$ cat src/rtl/fifo_rd_stream_if.sv
//==============================================================================
// Module   : fifo_rd_stream_if
// Brief    : FIFO read-port and valid/ready stream bundle for fifo_rd_stream.
// Revision : 1.0 - initial release
//==============================================================================
`default_nettype none

interface fifo_rd_stream_if #(
  parameter int W  = 4,
  parameter int CW = 16
);
  logic          fifo_re;
  logic [W-1:0]  fifo_rd;
  logic          fifo_empty;
  logic [W-1:0]  dout;
  logic          dout_valid;
  logic          dout_ready;
  logic [CW-1:0] words;

  modport master (
    output fifo_re,
    input  fifo_rd,
    input  fifo_empty,
    output dout,
    output dout_valid,
    input  dout_ready,
    output words
  );

  modport slave (
    input  fifo_re,
    output fifo_rd,
    output fifo_empty,
    input  dout,
    input  dout_valid,
    output dout_ready,
    input  words
  );
endinterface

`default_nettype wire

$ cat src/rtl/fifo_rd_stream.sv
//==============================================================================
// Module   : fifo_rd_stream
// Brief    : Credit-based FIFO reader with RD_LAT+1 entry skid buffer and
//            valid/ready output stream.
// Revision : 1.0 - initial release
//==============================================================================
`default_nettype none

module fifo_rd_stream #(
  parameter int W      = 4,
  parameter int RD_LAT = 1,
  parameter int CW     = 16
) (
  input  logic clk,
  input  logic rst_n,
  fifo_rd_stream_if.master bus
);

  localparam int c_D  = RD_LAT + 1;
  localparam int c_PW = $clog2(c_D);
  localparam int c_OW = $clog2(c_D + 1);
  localparam int c_SW = c_OW + 1;
  localparam logic [c_PW-1:0] c_PTR_LAST = c_PW'(c_D - 1);
  localparam logic [c_SW-1:0] c_DEPTH    = c_SW'(c_D);

  logic [W-1:0]      r_mem [c_D];
  logic [c_PW-1:0]   r_head;
  logic [c_PW-1:0]   r_tail;
  logic [c_OW-1:0]   r_occ;
  logic [RD_LAT-1:0] r_infl;
  logic [CW-1:0]     r_words;

  logic [c_SW-1:0]   w_ninfl;
  logic [c_SW-1:0]   w_sum;
  logic              w_push;
  logic              w_pop;
  logic              w_re;

  always_comb begin
    w_ninfl = '0;
    for (int i = 0; i < RD_LAT; i++) begin
      w_ninfl = w_ninfl + c_SW'(r_infl[i]);
    end
  end

  // A read may be issued when the buffer plus in-flight words leave a free
  // slot, or when a pop this cycle frees one.
  assign w_sum  = c_SW'(r_occ) + w_ninfl;
  assign w_pop  = (r_occ != '0) && bus.dout_ready;
  assign w_push = r_infl[RD_LAT-1];
  assign w_re   = rst_n && !bus.fifo_empty && ((w_sum < c_DEPTH) || w_pop);

  assign bus.fifo_re    = w_re;
  assign bus.dout       = r_mem[r_head];
  assign bus.dout_valid = (r_occ != '0);
  assign bus.words      = r_words;

  always_ff @(posedge clk or negedge rst_n) begin
    if (!rst_n) begin
      r_head  <= '0;
      r_tail  <= '0;
      r_occ   <= '0;
      r_infl  <= '0;
      r_words <= '0;
      for (int i = 0; i < c_D; i++) begin
        r_mem[i] <= '0;
      end
    end else begin
      r_infl[0] <= w_re;
      for (int i = 1; i < RD_LAT; i++) begin
        r_infl[i] <= r_infl[i-1];
      end

      // Depth need not be a power of two, so wrap pointers explicitly.
      if (w_push) begin
        r_mem[r_tail] <= bus.fifo_rd;
        r_tail        <= (r_tail == c_PTR_LAST) ? '0 : r_tail + c_PW'(1);
      end

      if (w_pop) begin
        r_head  <= (r_head == c_PTR_LAST) ? '0 : r_head + c_PW'(1);
        r_words <= r_words + CW'(1);
      end

      r_occ <= r_occ + c_OW'(w_push) - c_OW'(w_pop);
    end
  end

endmodule

`default_nettype wire
$ cat src/flat_wrapper.sv
// flat-port wrapper written by rule: the top's interface ports become plain ports
module fifo_rd_stream_flat 
#(
  parameter int W      = 4,
  parameter int RD_LAT = 1,
  parameter int CW     = 16
)
  (clk, rst_n, bus_fifo_re, bus_fifo_rd, bus_fifo_empty, bus_dout, bus_dout_valid, bus_dout_ready, bus_words);
  fifo_rd_stream_if #(.W(W), .CW(CW)) bus_i ();
  input  logic clk;
  input  logic rst_n;
  output wire logic [$bits(bus_i.fifo_re)-1:0] bus_fifo_re;
  input wire logic [$bits(bus_i.fifo_rd)-1:0] bus_fifo_rd;
  input wire logic [$bits(bus_i.fifo_empty)-1:0] bus_fifo_empty;
  output wire logic [$bits(bus_i.dout)-1:0] bus_dout;
  output wire logic [$bits(bus_i.dout_valid)-1:0] bus_dout_valid;
  input wire logic [$bits(bus_i.dout_ready)-1:0] bus_dout_ready;
  output wire logic [$bits(bus_i.words)-1:0] bus_words;
  assign bus_fifo_re = bus_i.fifo_re;
  assign bus_i.fifo_rd = bus_fifo_rd;
  assign bus_i.fifo_empty = bus_fifo_empty;
  assign bus_dout = bus_i.dout;
  assign bus_dout_valid = bus_i.dout_valid;
  assign bus_i.dout_ready = bus_dout_ready;
  assign bus_words = bus_i.words;
  fifo_rd_stream #(.W(W), .RD_LAT(RD_LAT), .CW(CW)) u_core (.clk(clk), .rst_n(rst_n), .bus(bus_i));
endmodule
$ cat config.mk
export PLATFORM = sky130hd
export DESIGN_NAME = fifo_rd_stream_flat
export DESIGN_NICKNAME = d
export VERILOG_FILES = /design/src/rtl/fifo_rd_stream_if.sv /design/src/rtl/fifo_rd_stream.sv /design/src/flat_wrapper.sv
export SDC_FILE = /design/constraint.sdc
export NUM_CORES = 1
export LEC_CHECK = 0
export ABC_AREA = 1
export CORE_MARGIN = 2
export CORE_UTILIZATION = 35
export CTS_CLUSTER_DIAMETER = 120
export DETAILED_ROUTE_END_ITERATION = 7
export GPL_ROUTABILITY_DRIVEN = 1
export SYNTH_ARGS = -nofsm -noshare
export SYNTH_HDL_FRONTEND = slang
export SYNTH_SLANG_ARGS = --single-unit
$ cat constraint.sdc
create_clock -name clk -period 1.2 [get_ports clk]
set_input_delay 0.24 -clock clk [delete_from_list [all_inputs] [get_ports clk]]
set_output_delay 0.24 -clock clk [all_outputs]
set_load 0.1 [all_outputs]
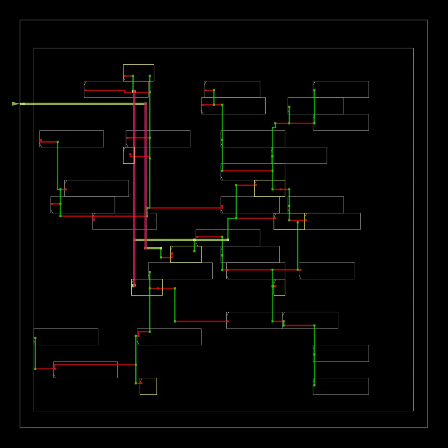
Fig. 1. The clock network (run 1).
FFs & Latches: 29
Worst-Skew Late Latency: 0.28 ns
Clock Power: 0.780 mW

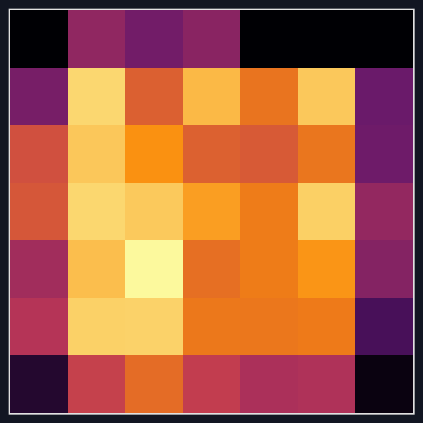
Fig. 2. Local utilization (run 1).
Drawn at 6 px/µm. 7 x 7 tiles, from black (low) to pale yellow (high), 0 to 100% covered.
- fullest tile: 99%
- nearly empty tiles: 8.2%
- tiles over 75% full: 29%
- emptiest ninth of the die: top right
- mean over tiles: 56%
initial core utilization: 37.3%
final core utilization: 68.8%

==> impl_metrics.ini, run 1 <==
; generated from flow reports
[run_status]
status = complete, but fails checks
violations = negative setup slack

[route]
routed-wl-met3_um = 154
highest_layer = met4
drt_iter0_drc = 40
wl_met1_um = 1410

[sta]
fin_ws_ns = -0.351
rsz0062_at_grt = yes
holdWs_ns = 0.462
setup_violations = 37

[final_layout]
drive_gt1_share_pct = 52.4
seq_area_share_pct = 30.4
layout_top_cells = nand2_1 (44), buf_4 (26), buf_12 (22)

[setup_path]
worstReg2RegEnd = u_core.r_occ[1]$_DFF_PN0_
worst-path-stages = 5
crit_top_cell = nor2_4
cp_data_arrival_time_ns = 1.31
cp_max_fo = 3
critical_path.cell_chain = nor2_4 > nor2_4 > o21ai_4 > nor2_4 > buf_12

[synthesis]
syn_avg_cell_area_um2 = 8.68
synth.cellmix.simpleShare_pct = 28.2
yosysUniqueCellTypes = 19
mux_share_pct = 0
ys_ff = 29
top_cells_by_count = nand2_1 (58), dfrtp_1 (29), inv_1 (15)
async_flop_share_pct = 100

[grt]
grt_use_met1_pct = 21.2
grt_max_degree = 30
grtUsageMet3_pct = 4.50

[power_and_ir_drop]
p_int_mw = 3.59
vdd_drop_max_v = 0.00235
pwr-share-clk_pct = 11.1
switchingPower_mw = 3.43
power.density_nw_per_um2 = 2730

[placement]
portBuffers = 29
gp_congestion = 0.793

[floorplanning]
die_h_um = 67.2
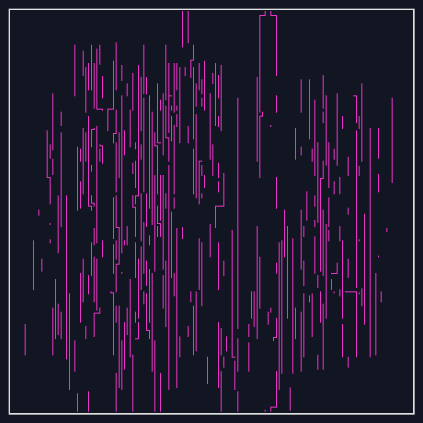
Fig. 3. Metal 2 (run 1).
Drawn at 6 px/µm.
- main direction: vertical
- longest straight run: 38.4 µm
- nets with wire on the layer: 208
- wire length on this layer: 1970 µm
DR vias: 1273
grt met2 use: 32.8%

==> inputs of run 2 (changes only) <==
--- a/config.mk
+++ b/config.mk
@@ -10,6 +10,7 @@
 export CORE_UTILIZATION = 35
 export CTS_CLUSTER_DIAMETER = 120
 export DETAILED_ROUTE_END_ITERATION = 7
+export DONT_BUFFER_PORTS = 1
 export GPL_ROUTABILITY_DRIVEN = 1
 export SYNTH_ARGS = -nofsm -noshare
 export SYNTH_HDL_FRONTEND = slang
==> run 2 against run 1 <==
Compared with the run above:
- the flow still finishes with violations (negative setup slack)
- sequential power is 8% higher
- combinational power is 9.5% lower
- clock skew is 0.0047 ns lower
- global-route usage is 1.3 points lower
- via count is 2.5% lower
- sequential share of layout area is 1.4 points higher
- critical path depth stayed put
- setup slack better by 0.021 ns
- first-iteration DRC count is 25% higher
- critical endpoint unchanged
==> impl_metrics.ini, run 2 <==
; generated from flow reports
[synthesis]
top_cells_by_count = nand2_1 (58), dfrtp_1 (29), inv_1 (15)
async_flop_share_pct = 100
mux_share_pct = 0
syn_avg_cell_area_um2 = 8.68
yosysUniqueCellTypes = 19
synth.area.top_cells = dfrtp_1 (52%), nand2_1 (16%), xor2_1 (5.0%), inv_1 (4.0%), o21ai_0 (3.6%)
synth.cellmix.simpleShare_pct = 28.2
ys_ff = 29

[placement]
gp_congestion = 0.707
place_hpwl_um = 2150
portBuffers = 0

[route]
wl_met1_um = 1390
highest_layer = met5
routed-wl-met3_um = 203
drt_iter0_drc = 50

[sta]
setup_violations = 34
fin_ws_ns = -0.330
layout_min_cycle_time_ns = 1.53
rsz0062_at_grt = yes
holdWs_ns = 0.148
tns_ns = -3.34

[final_layout]
nNonClkInverters = 18
layout.nets = 215
n_fill_cell = 298
drive_gt1_share_pct = 53.9
design.seq.count = 29
lay_top_count = nand2_1
layout_top_cells = nand2_1 (38), buf_12 (19), dfrtp_4 (14)

[clock_network]
ctsResizeCount = 64
clk_latency_ns = 0.27

[power_and_ir_drop]
power.density_nw_per_um2 = 2740
pwr-share-clk_pct = 11.7
pg_clk_mw = 0.788
switchingPower_mw = 3.57
finalPower_mw = 6.72
maxPowerGroup = combinational cells
p_int_mw = 3.15
vdd_drop_max_v = 0.00224

[setup_path]
endpoint_kind = output pin
path_buffers = 1
critical_path.cell_chain = nor2_4 > nor2_4 > o21ai_4 > nor2_4 > buf_12
cp_max_fo = 3
cp_data_arrival_time_ns = 1.29
worst-path-stages = 5
crit_top_cell = nor2_4
worstReg2RegEnd = u_core.bus.words[8]$_DFFE_PN0P_

[run_status]
status = complete, but fails checks
violations = negative setup slack

[grt]
grt_use_met1_pct = 19.8
grt_max_degree = 30
grtUsageMet3_pct = 6.00

[floorplanning]
die_h_um = 67.2
initCoreUtil_pct = 37.3
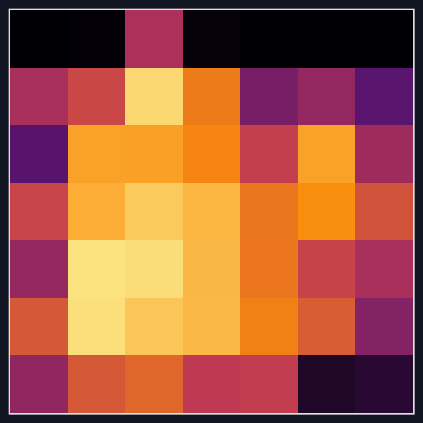
Fig. 4. Local utilization (run 2).
Drawn at 6 px/µm. 7 x 7 tiles, from black (low) to pale yellow (high), 0 to 100% covered.
- emptiest ninth of the die: top right
- fullest tile: 94%
- densest ninth of the die: middle
- tiles over 75% full: 29%
Core ar.: 3740 µm²
final core utilization: 65.6%

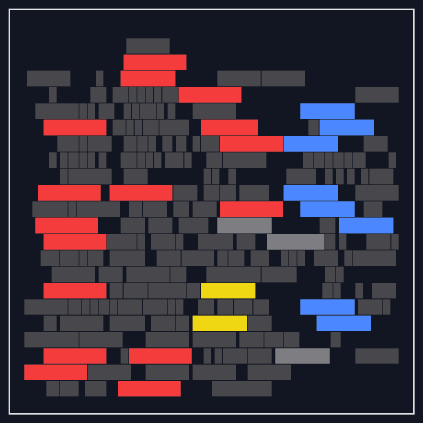
Fig. 5. Sequential cells grouped by signal name (run 2).
Drawn at 6 px/µm. Other sequential cells in the stronger gray, the rest of the logic in the fainter gray.
- yellow: u_core.r_occ (placed flops 2)
- blue: u_core.r_mem (placed flops 8)
- red: u_core.bus.words (placed flops 16)
- not colored: 3
Register Area: 781 µm²
Seq area share: 31.8%
P_seq: 1.81 mW

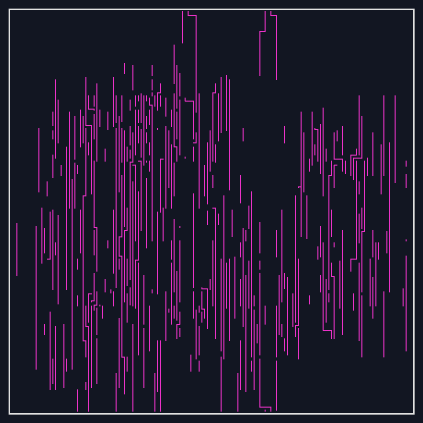
Fig. 6. Metal 2 (run 2).
Drawn at 6 px/µm.
- nets with wire on the layer: 194
- main direction: vertical
grt met2 use: 30.4%
total routed wirelength: 3870 µm
DR vias: 1241

==> inputs of run 3 (changes only) <==
--- a/config.mk
+++ b/config.mk
@@ -11,7 +11,7 @@
 export CTS_CLUSTER_DIAMETER = 120
 export DETAILED_ROUTE_END_ITERATION = 7
 export DONT_BUFFER_PORTS = 1
-export GPL_ROUTABILITY_DRIVEN = 1
+export HOLD_SLACK_MARGIN = 0.08
 export SYNTH_ARGS = -nofsm -noshare
 export SYNTH_HDL_FRONTEND = slang
 export SYNTH_SLANG_ARGS = --single-unit
==> constraint.sdc (replaced) <==
create_clock -name clk -period 1.3 [get_ports clk]
set_input_delay 0.26 -clock clk [delete_from_list [all_inputs] [get_ports clk]]
set_output_delay 0.26 -clock clk [all_outputs]
set_load 0.1 [all_outputs]
==> run 3 against run 2 <==
Compared with the run above:
- first-iteration DRC count grew 2.0%
- die area unchanged
- power down 12%
- critical path type unchanged
- final cell count is 1.6% lower
- synthesized area unchanged
- the flow still finishes with violations (negative setup slack)
- sequential power fell by 12%
==> impl_metrics.ini, run 3 <==
; generated from flow reports
[run_status]
status = complete, but fails checks
violations = negative setup slack

[sta]
maxSlewViolCount = 0
worst_pin_slew_ns = 0.301
holdWs_ns = 0.146
period_used_pct = 118
fin_ws_ns = -0.236
layout_min_cycle_time_ns = 1.54
setup_violations = 23
slew_headroom_pct = 80.0
tns_ns = -2.48
rsz0062_at_grt = yes

[grt]
grt_max_degree = 30
grt_use_met1_pct = 16.8
grtUsageMet3_pct = 6.33

[power_and_ir_drop]
power.density_nw_per_um2 = 2710
vdd_drop_max_v = 0.00192
finalPower_mw = 5.89
pwr-share-clk_pct = 13.8
maxPowerGroup = combinational cells
p_comb_share_pct = 59.2
p_int_mw = 2.91
leakage_nw = 1.01
pg_clk_mw = 0.812
switchingPower_mw = 2.98

[min_path]
min_from = bus_fifo_rd[0]
hold_end = u_core.r_mem[4]$_DFFE_PN0P_

[route]
drt-total-wl_um = 3110
routed-wl-met3_um = 180
highest_layer = met4
vias_per_cell = 4.59
wl_met1_um = 1270
drt_iter0_drc = 51

[final_layout]
fin_area_um2 = 2170
n_fill_cell = 327
layout.nets = 211
dominant_cells = registers
layout_top_cells = nand2_1 (42), dfrtp_4 (14)
design.seq.count = 29
seq_area_um2 = 781
clkbuf_count = 7
finalNonFillerCells = 250
drive_gt1_share_pct = 49.5
lay_top_count = nand2_1
nonClkBufAreaFrac_pct = 18.2

[setup_path]
path_buffers = 1
rrSetupSlack_ns = -0.17
required_ns = 1.04
worst-path-stages = 5
path_class = register to output pin
crit_top_cell = nor2_4
cp_max_fo = 3
critical_path.cell_chain = nor2_4 > nor2_4 > o21ai_4 > nor2_4 > buf_12
cp_data_arrival_time_ns = 1.28
worstReg2RegEnd = u_core.bus.words[14]$_DFFE_PN0P_
endpoint_kind = output pin

[synthesis]
ys_cells = 161
yosysUniqueCellTypes = 19
mux_share_pct = 0
synthesis.nets = 171
syn_avg_cell_area_um2 = 8.68
async_flop_share_pct = 100
synth.cellmix.simpleShare_pct = 28.2
synth.area.top_cells = dfrtp_1 (52%), nand2_1 (16%), xor2_1 (5.0%), inv_1 (4.0%), o21ai_0 (3.6%)
ys_ff = 29
top_cells_by_count = nand2_1 (58), dfrtp_1 (29), inv_1 (15)

[clock_network]
ctsResizeCount = 8
cts_buffers = 5
clk_pin_slew_ns = 0.06
clk_latency_ns = 0.28

[floorplanning]
coreArea_um2 = 3740
die_h_um = 67.2
initCoreUtil_pct = 37.3

[placement]
place_hpwl_um = 2160
gp_congestion = 0.783
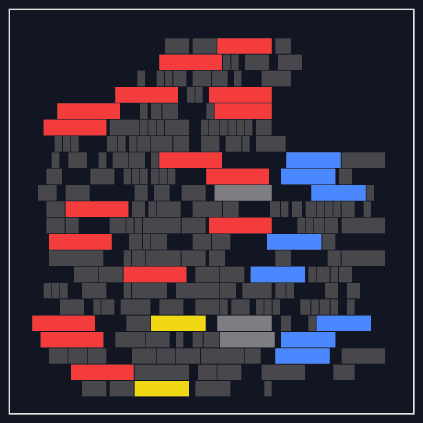
Fig. 7. Sequential cells grouped by signal name (run 3).
Drawn at 6 px/µm. Other sequential cells in the stronger gray, the rest of the logic in the fainter gray.
- red: u_core.bus.words (placed flops 16)
- yellow: u_core.r_occ (placed flops 2)
- blue: u_core.r_mem (placed flops 8)
Seq area share: 36.0%
P_seq: 1.59 mW

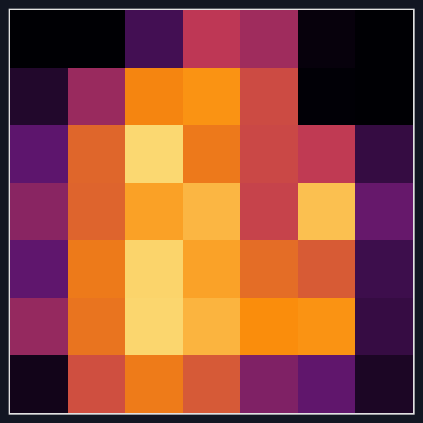
Fig. 8. Local utilization (run 3).
Drawn at 6 px/µm. 7 x 7 tiles, from black (low) to pale yellow (high), 0 to 100% covered.
- tiles over 75% full: 22%
- fullest tile: 92%
- emptiest ninth of the die: top right
- nearly empty tiles: 12%
final core utilization: 58.0%

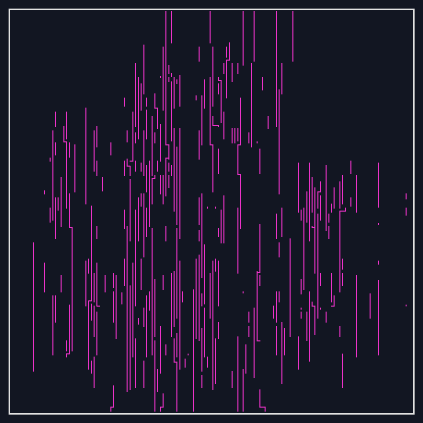
Fig. 9. Metal 2 (run 3).
Drawn at 6 px/µm.
- main direction: vertical
- wire length on this layer: 1560 µm
- share of all routed wire: 50%
grt met2 use: 27.2%
DR vias: 1148

Power figures rest on the tool's default switching activity, not on a simulated workload.
